<file path="src/rtl/avalon_st_chan_adapter_buf.sv">
// rtl/avalon_st_chan_adapter_buf.sv - Avalon-ST channel adapter with registered 2-entry skid buffer
// Maps in_channel to out_channel (+offset), drops out-of-range packets and beats outside a packet.
module avalon_st_chan_adapter_buf #(
  parameter int DATA_W      = 8,
  parameter int IN_CHAN_W   = 1,
  parameter int OUT_CHAN_W  = 8,
  parameter int CHAN_OFFSET = 0,
  parameter int MAX_CHAN    = 1,
  parameter int CNT_W       = 16
) (
  input  logic                  clk,
  input  logic                  reset_n,
  output logic                  in_ready,
  input  logic                  in_valid,
  input  logic [DATA_W-1:0]     in_data,
  input  logic [IN_CHAN_W-1:0]  in_channel,
  input  logic                  in_startofpacket,
  input  logic                  in_endofpacket,
  input  logic                  out_ready,
  output logic                  out_valid,
  output logic [DATA_W-1:0]     out_data,
  output logic [OUT_CHAN_W-1:0] out_channel,
  output logic                  out_startofpacket,
  output logic                  out_endofpacket,
  output logic [CNT_W-1:0]      drop_count
);

  localparam logic [1:0] ST_IDLE = 2'd0;
  localparam logic [1:0] ST_PKT  = 2'd1;
  localparam logic [1:0] ST_DROP = 2'd2;

  logic [1:0]            state_q, state_d;
  logic [IN_CHAN_W-1:0]  chan_q, chan_d;
  logic [CNT_W-1:0]      drop_q, drop_d;
  logic                  in_ready_q, in_ready_d;

  logic                  out_valid_q, out_valid_d;
  logic [DATA_W-1:0]     out_data_q, out_data_d;
  logic [OUT_CHAN_W-1:0] out_chan_q, out_chan_d;
  logic                  out_sop_q, out_sop_d;
  logic                  out_eop_q, out_eop_d;

  logic                  skid_valid_q, skid_valid_d;
  logic [DATA_W-1:0]     skid_data_q, skid_data_d;
  logic [OUT_CHAN_W-1:0] skid_chan_q, skid_chan_d;
  logic                  skid_sop_q, skid_sop_d;
  logic                  skid_eop_q, skid_eop_d;

  logic                  accept;
  logic                  fwd;
  logic                  drop_beat;
  logic                  chan_ok;
  logic                  out_free;
  logic [IN_CHAN_W-1:0]  beat_chan;
  logic [OUT_CHAN_W-1:0] beat_chan_map;

  assign accept    = in_valid && in_ready_q;
  assign chan_ok   = 32'(in_channel) <= $unsigned(MAX_CHAN);
  assign out_free  = !out_valid_q || out_ready;

  // The SOP beat already carries its own channel; later beats use the latched one.
  assign beat_chan     = in_startofpacket ? in_channel : chan_q;
  assign beat_chan_map = OUT_CHAN_W'(beat_chan) + OUT_CHAN_W'(CHAN_OFFSET);

  always_comb begin
    state_d = state_q;
    chan_d  = chan_q;
    fwd     = 1'b0;
    if (accept) begin
      if (in_startofpacket) begin
        // A SOP always restarts packet tracking, whatever state we were in.
        if (chan_ok) begin
          fwd     = 1'b1;
          chan_d  = in_channel;
          state_d = in_endofpacket ? ST_IDLE : ST_PKT;
        end else begin
          state_d = in_endofpacket ? ST_IDLE : ST_DROP;
        end
      end else if (state_q == ST_PKT) begin
        fwd = 1'b1;
        if (in_endofpacket) state_d = ST_IDLE;
      end else if (state_q == ST_DROP && in_endofpacket) begin
        state_d = ST_IDLE;
      end
    end
  end

  assign drop_beat = accept && !fwd;

  always_comb begin
    drop_d = drop_q;
    if (drop_beat && drop_q != {CNT_W{1'b1}}) drop_d = drop_q + CNT_W'(1);
  end

  always_comb begin
    out_valid_d  = out_valid_q;
    out_data_d   = out_data_q;
    out_chan_d   = out_chan_q;
    out_sop_d    = out_sop_q;
    out_eop_d    = out_eop_q;
    skid_valid_d = skid_valid_q;
    skid_data_d  = skid_data_q;
    skid_chan_d  = skid_chan_q;
    skid_sop_d   = skid_sop_q;
    skid_eop_d   = skid_eop_q;
    if (out_free) begin
      if (skid_valid_q) begin
        out_valid_d  = 1'b1;
        out_data_d   = skid_data_q;
        out_chan_d   = skid_chan_q;
        out_sop_d    = skid_sop_q;
        out_eop_d    = skid_eop_q;
        skid_valid_d = fwd;
        if (fwd) begin
          skid_data_d = in_data;
          skid_chan_d = beat_chan_map;
          skid_sop_d  = in_startofpacket;
          skid_eop_d  = in_endofpacket;
        end
      end else begin
        out_valid_d = fwd;
        if (fwd) begin
          out_data_d = in_data;
          out_chan_d = beat_chan_map;
          out_sop_d  = in_startofpacket;
          out_eop_d  = in_endofpacket;
        end
      end
    end else if (fwd) begin
      // Output is held by the sink; park the beat and close in_ready next cycle.
      skid_valid_d = 1'b1;
      skid_data_d  = in_data;
      skid_chan_d  = beat_chan_map;
      skid_sop_d   = in_startofpacket;
      skid_eop_d   = in_endofpacket;
    end
    in_ready_d = !skid_valid_d;
  end

  always_ff @(posedge clk or negedge reset_n) begin
    if (!reset_n) begin
      state_q      <= ST_IDLE;
      chan_q       <= '0;
      drop_q       <= '0;
      in_ready_q   <= 1'b0;
      out_valid_q  <= 1'b0;
      out_data_q   <= '0;
      out_chan_q   <= '0;
      out_sop_q    <= 1'b0;
      out_eop_q    <= 1'b0;
      skid_valid_q <= 1'b0;
      skid_data_q  <= '0;
      skid_chan_q  <= '0;
      skid_sop_q   <= 1'b0;
      skid_eop_q   <= 1'b0;
    end else begin
      state_q      <= state_d;
      chan_q       <= chan_d;
      drop_q       <= drop_d;
      in_ready_q   <= in_ready_d;
      out_valid_q  <= out_valid_d;
      out_data_q   <= out_data_d;
      out_chan_q   <= out_chan_d;
      out_sop_q    <= out_sop_d;
      out_eop_q    <= out_eop_d;
      skid_valid_q <= skid_valid_d;
      skid_data_q  <= skid_data_d;
      skid_chan_q  <= skid_chan_d;
      skid_sop_q   <= skid_sop_d;
      skid_eop_q   <= skid_eop_d;
    end
  end

  assign in_ready          = in_ready_q;
  assign out_valid         = out_valid_q;
  assign out_data          = out_data_q;
  assign out_channel       = out_chan_q;
  assign out_startofpacket = out_sop_q;
  assign out_endofpacket   = out_eop_q;
  assign drop_count        = drop_q;

endmodule
</file>
<file path="config.mk">
export PLATFORM = sky130hd
export DESIGN_NAME = avalon_st_chan_adapter_buf
export DESIGN_NICKNAME = d
export VERILOG_FILES = /design/src/rtl/avalon_st_chan_adapter_buf.sv
export SDC_FILE = /design/constraint.sdc
export NUM_CORES = 1
export LEC_CHECK = 0
export CORE_ASPECT_RATIO = 1.75
export CORE_MARGIN = 1
export CORE_UTILIZATION = 33
export CTS_BUF_LIST = sky130_fd_sc_hd__clkbuf_16
export CTS_CLUSTER_DIAMETER = 60
export DETAILED_ROUTE_END_ITERATION = 7
export DONT_BUFFER_PORTS = 1
export PLACE_DENSITY = 0.55
export SLEW_MARGIN = 20
export SYNTH_ARGS = -nofsm -noshare
export SYNTH_HDL_FRONTEND = slang
export SYNTH_SLANG_ARGS = --single-unit
</file>
<file path="constraint.sdc">
create_clock -name clk -period 1.9 [get_ports clk]
set_input_delay 0.475 -clock clk [delete_from_list [all_inputs] [get_ports clk]]
set_output_delay 0.475 -clock clk [all_outputs]
set_load 0.05 [all_outputs]
</file>
### Clock nets

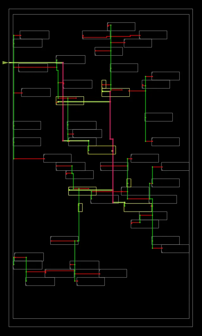
Num CTS Buffers: 5
flip-flops: 43

### M3 wires

Bar = 20 um.
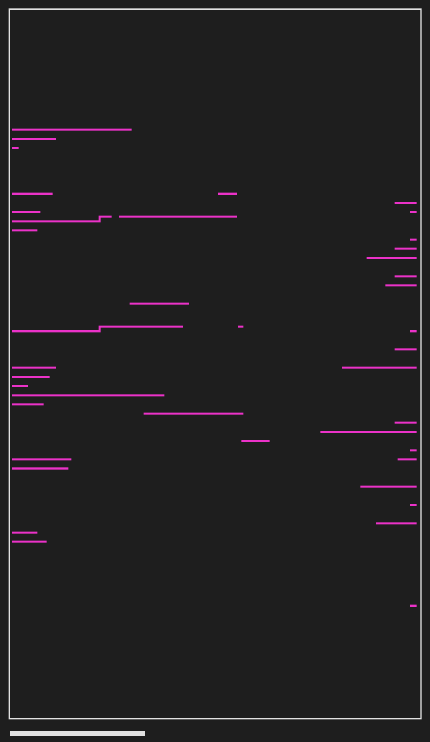
nets with wire on the layer: 36
share of all routed wire: 6.5%

==> out/qor.yml <==
run_status: "completed"
rsz0062_at_grt: "no"
cts_resized: 0
drc_errors: 0
pwr-share-seq_pct: 50.1
avgViaCountPerCell: 4.87
yosysCellCount: 180
dieArea_mm2: 0.00641
cp_slowest_stage_delay_ns: 0.54
path_buffers: 0
synth-edff-count: 0
sw_frac_of_total_pct: 41.9
cts-root-buf: "clkbuf_16"
clock.latency.late_pin_ns: 0.28
p_int_mw: 2.11
simple_gate_share_pct: 16.3
firstDrtPassIters: 4
final_cell_mix: "29 x dfrtp_1, 22 x buf_4, 18 x nand2_1"
cp.arrival_ns: 1.93
die_y_um: 105
antenna_cells: 0
fin_crit_sh_pct: 93.5
fp_util_pct: 34.1
io_buffer_count: 0
avgSynthCellArea_um2: 11.1
finalCriticalPeriod_ns: 1.78
final_nets: 219
vias: 1374
areaGrowthSynthToFinish_pct: 19.6
grt_pass1_wl_mm: 6.52
cts_setup_buffers: 0
yosys.area_share.adder_pct: 0.623
path_max_fanout: 3
regArea_mm2: 0.00109
boundaryPins: 51
end_kind: "flip-flop"
peakVddDrop_v: 0.000731
cp_slowest_cell: "or4_4"
fin_ws_ns: 0.124
ant_nets: 0
hold_violations: 0
synthesis.area_mm2: 0.00201
grt_antenna_before_repair: 0
synth_seq_share_pct: 53.6
overflow: 0
dp_slack_ns: 0.0869
globalplace.congestion: 0.729
p_sw_mw: 1.52
cts.sinks: 43
synthAoiAreaFrac_pct: 6.67
lay_top_count: "dfrtp_1"
synth_cell_types: 39
ff2ff_setup_slack_ns: 0.12
timing.rr.end: "drop_count[14]$_DFFE_PN0P_"
worst_pin_slew_ns: 0.601
muxShareOfSynthArea_pct: 12.8
fin_tns_setup_ns: 0
min-delay-path-class: "in2async"
placed_cells: 273
synth-xor-area-share_pct: 4.80
logic_area_um2: 866
clkTransAtPathRegs_ns: 0.06
power.density_mw_per_mm2: 1510
synth_flops: 43
synth-main-ff-cell: "dfrtp_1"
crit_chain: "ha_4 -> nand4_1 -> or4_4 -> nor2_2 -> mux2_1"
logic_family: "simple AND/OR/NAND/NOR gates"
post-dp-hpwl_mm: 3.05
htree_levels: 2
rr_startpoint: "drop_count[1]$_DFFE_PN0P_"
final.setup_skew_ns: 0.00260
power_frac_clock_pct: 21.5
postCtsHoldBufs: 1
power_mw: 3.63
n_fill_cell: 596
drive_above_1_share_pct: 28.9
critPathRequiredTime_ns: 2.06
slew_headroom_pct: 59.6
cts_tree: "yes"
largest_reg_flops: 16
routed_wl_mm: 4.04
holdWs_ns: 0.0336
crit_type: "reg2reg"
ys_chip_area_mm2: 0.00201
netlist_instances: 180
finalNonFillerCells: 282
slew_violations: 0
cts_buffer_depth: 2
reg2reg_depth: 5
report.final.setup_viol: 0
grt_pass1_vias: 1401
placed_area_mm2: 0.00224
grt_use_total_pct: 13.9
cp_top_family: "simple AND/OR/NAND/NOR gates"
grt_max_degree: 44
p_comb_share_pct: 28.4
p_leak_nw: 1.11
fmax_mhz: 563
die_width_um: 61.0
ys_warn_count: 0
warnings: 27
async_flop_share_pct: 100
cap_viol_max_count: 0
wire_per_inst_um: 14.3
drtIter0Drc: 9
cp-start-kind: "flip-flop"
### M1 wires

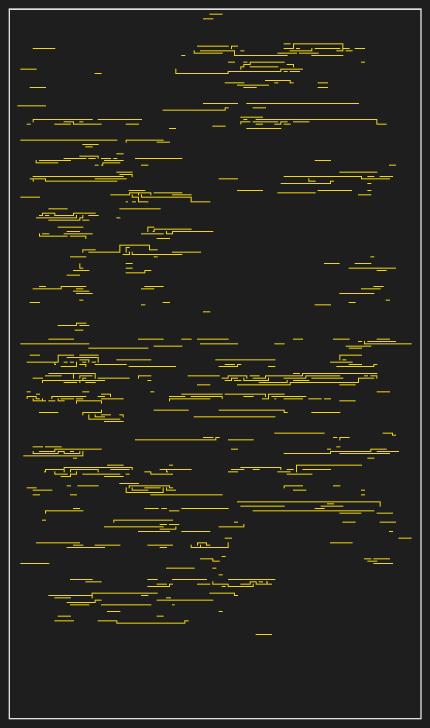
main direction: horizontal
longest straight run: 21.2 um
nets with wire on the layer: 195
wire length on this layer: 1470 um
share of all routed wire: 37%

### Placed cells, one colour a class

Fill, decap, tap and diode cells in grey.
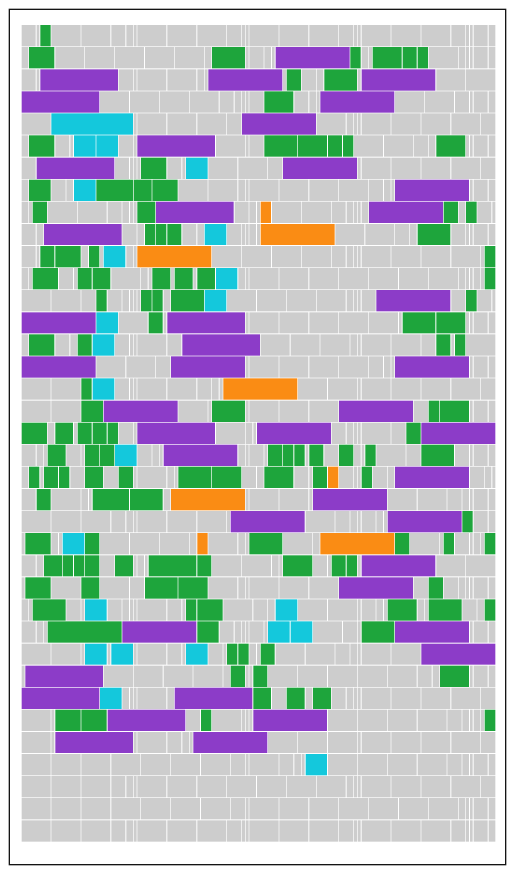
[cyan] other buffers and delay cells | cells: 23 | share of their area: 8.4%
[green] combinational and other logic | cells: 130 | share of their area: 38%
[orange] clock drivers and dummy loads | cells: 8 | share of their area: 5.9%
[purple] flops | cells: 43 | share of their area: 47%
CORE AREA: 0.00588 mm^2
row count: 37
Core Util, Final: 40.8%
fraction of area in registers: 45.5%
fin area: 0.00240 mm^2

==> worst reg2reg max path: stages, from the launching register on <==
cell,delay (ns)
dfrtp_2,0.38
ha_4,0.14
nand4_1,0.17
or4_4,0.54
nor2_2,0.10
mux2_1,0.32
==> cell families after synthesis <==
logic type / after synthesis
AOI/OAI and AO/OA: 24
xor gates and xnor gates: 11
adders and majority gates: 1
buffers and inverters: 17
DFF: 43
muxes: 24
other: 1
and+or+nand+nor: 59
==> layout make-up <==
class | instances | share of cell area, %
clock inverters | 3 | 0.469
well taps | 78 | 4.06
multi-input cells | 126 | 36.1
clock buffers | 5 | 5.21
flip-flops and latches | 43 | 45.5
inverters | 4 | 0.625
repair buffers | 23 | 8.03
==> worst max-delay path by stage <==
| stage | startpoint | endpoint | slack (ns) | depth (start not counted) |
|---|---|---|---|---|
| floorplan | drop_count[0]$_DFFE_PN0P_ | drop_count[14]$_DFFE_PN0P_ | -0.02 | 5 |
| global placement | in_startofpacket | drop_count[14]$_DFFE_PN0P_ | 0.13 | 4 |
| detailed placement | in_startofpacket | drop_count[14]$_DFFE_PN0P_ | 0.09 | 4 |
| CTS | state_q[0]$_DFFE_PN0P_ | drop_count[14]$_DFFE_PN0P_ | 0.12 | 4 |
| global route | drop_count[1]$_DFFE_PN0P_ | drop_count[14]$_DFFE_PN0P_ | 0.06 | 5 |
| finish | drop_count[1]$_DFFE_PN0P_ | drop_count[14]$_DFFE_PN0P_ | 0.12 | 5 |
==> per-layer routing <==
| metal | wire length [um] | vias to the layer above | global-route usage, % |
|---|---|---|---|
| li1 | - | 662 | - |
| met1 | 1470 | 663 | 14.1 |
| met2 | 2240 | 42 | 24.8 |
| met3 | 262 | 7 | 4.83 |
| met4 | 63 | 0 | 4.87 |
| met5 | 0 | - | 0 |
==> synthesized netlist by cell type (2+ instances only) <==
| cell type | instances | area share (%) |
|---|---|---|
| dfrtp_1 | 43 | 54 |
| nand2_1 | 18 | 3.4 |
| o21ai_0 | 13 | 3.2 |
| mux2_2 | 11 | 6.2 |
| mux2i_1 | 11 | 5.5 |
| xor2_1 | 10 | 4.4 |
| buf_4 | 7 | 2.6 |
| nand3_1 | 7 | 1.7 |
| nor2_1 | 7 | 1.3 |
| a21oi_1 | 6 | 1.5 |
| nor3_1 | 5 | 1.2 |
| inv_1 | 4 | 0.75 |
| nand4_1 | 4 | 1.2 |
| nand2b_1 | 3 | 0.94 |
| nor4_1 | 3 | 0.94 |
| and3_1 | 2 | 0.62 |
| buf_2 | 2 | 0.50 |
| clkbuf_1 | 2 | 0.37 |
| mux2_1 | 2 | 1.1 |
==> power groups by stage <==
| stage | clock, mW | combinational (mW) | sequential [mW] |
|---|---|---|---|
| finish | 0.783 | 1.03 | 1.82 |
| global route | 0.850 | 1.13 | 1.87 |
| detailed placement | 0 | 1.03 | 1.85 |
| floorplan | 0 | 0.560 | 2.04 |
| global placement | 0 | 1.01 | 1.83 |
| CTS | 0.819 | 1.05 | 1.83 |
Power figures rest on the tool's default switching activity, not on a simulated workload.
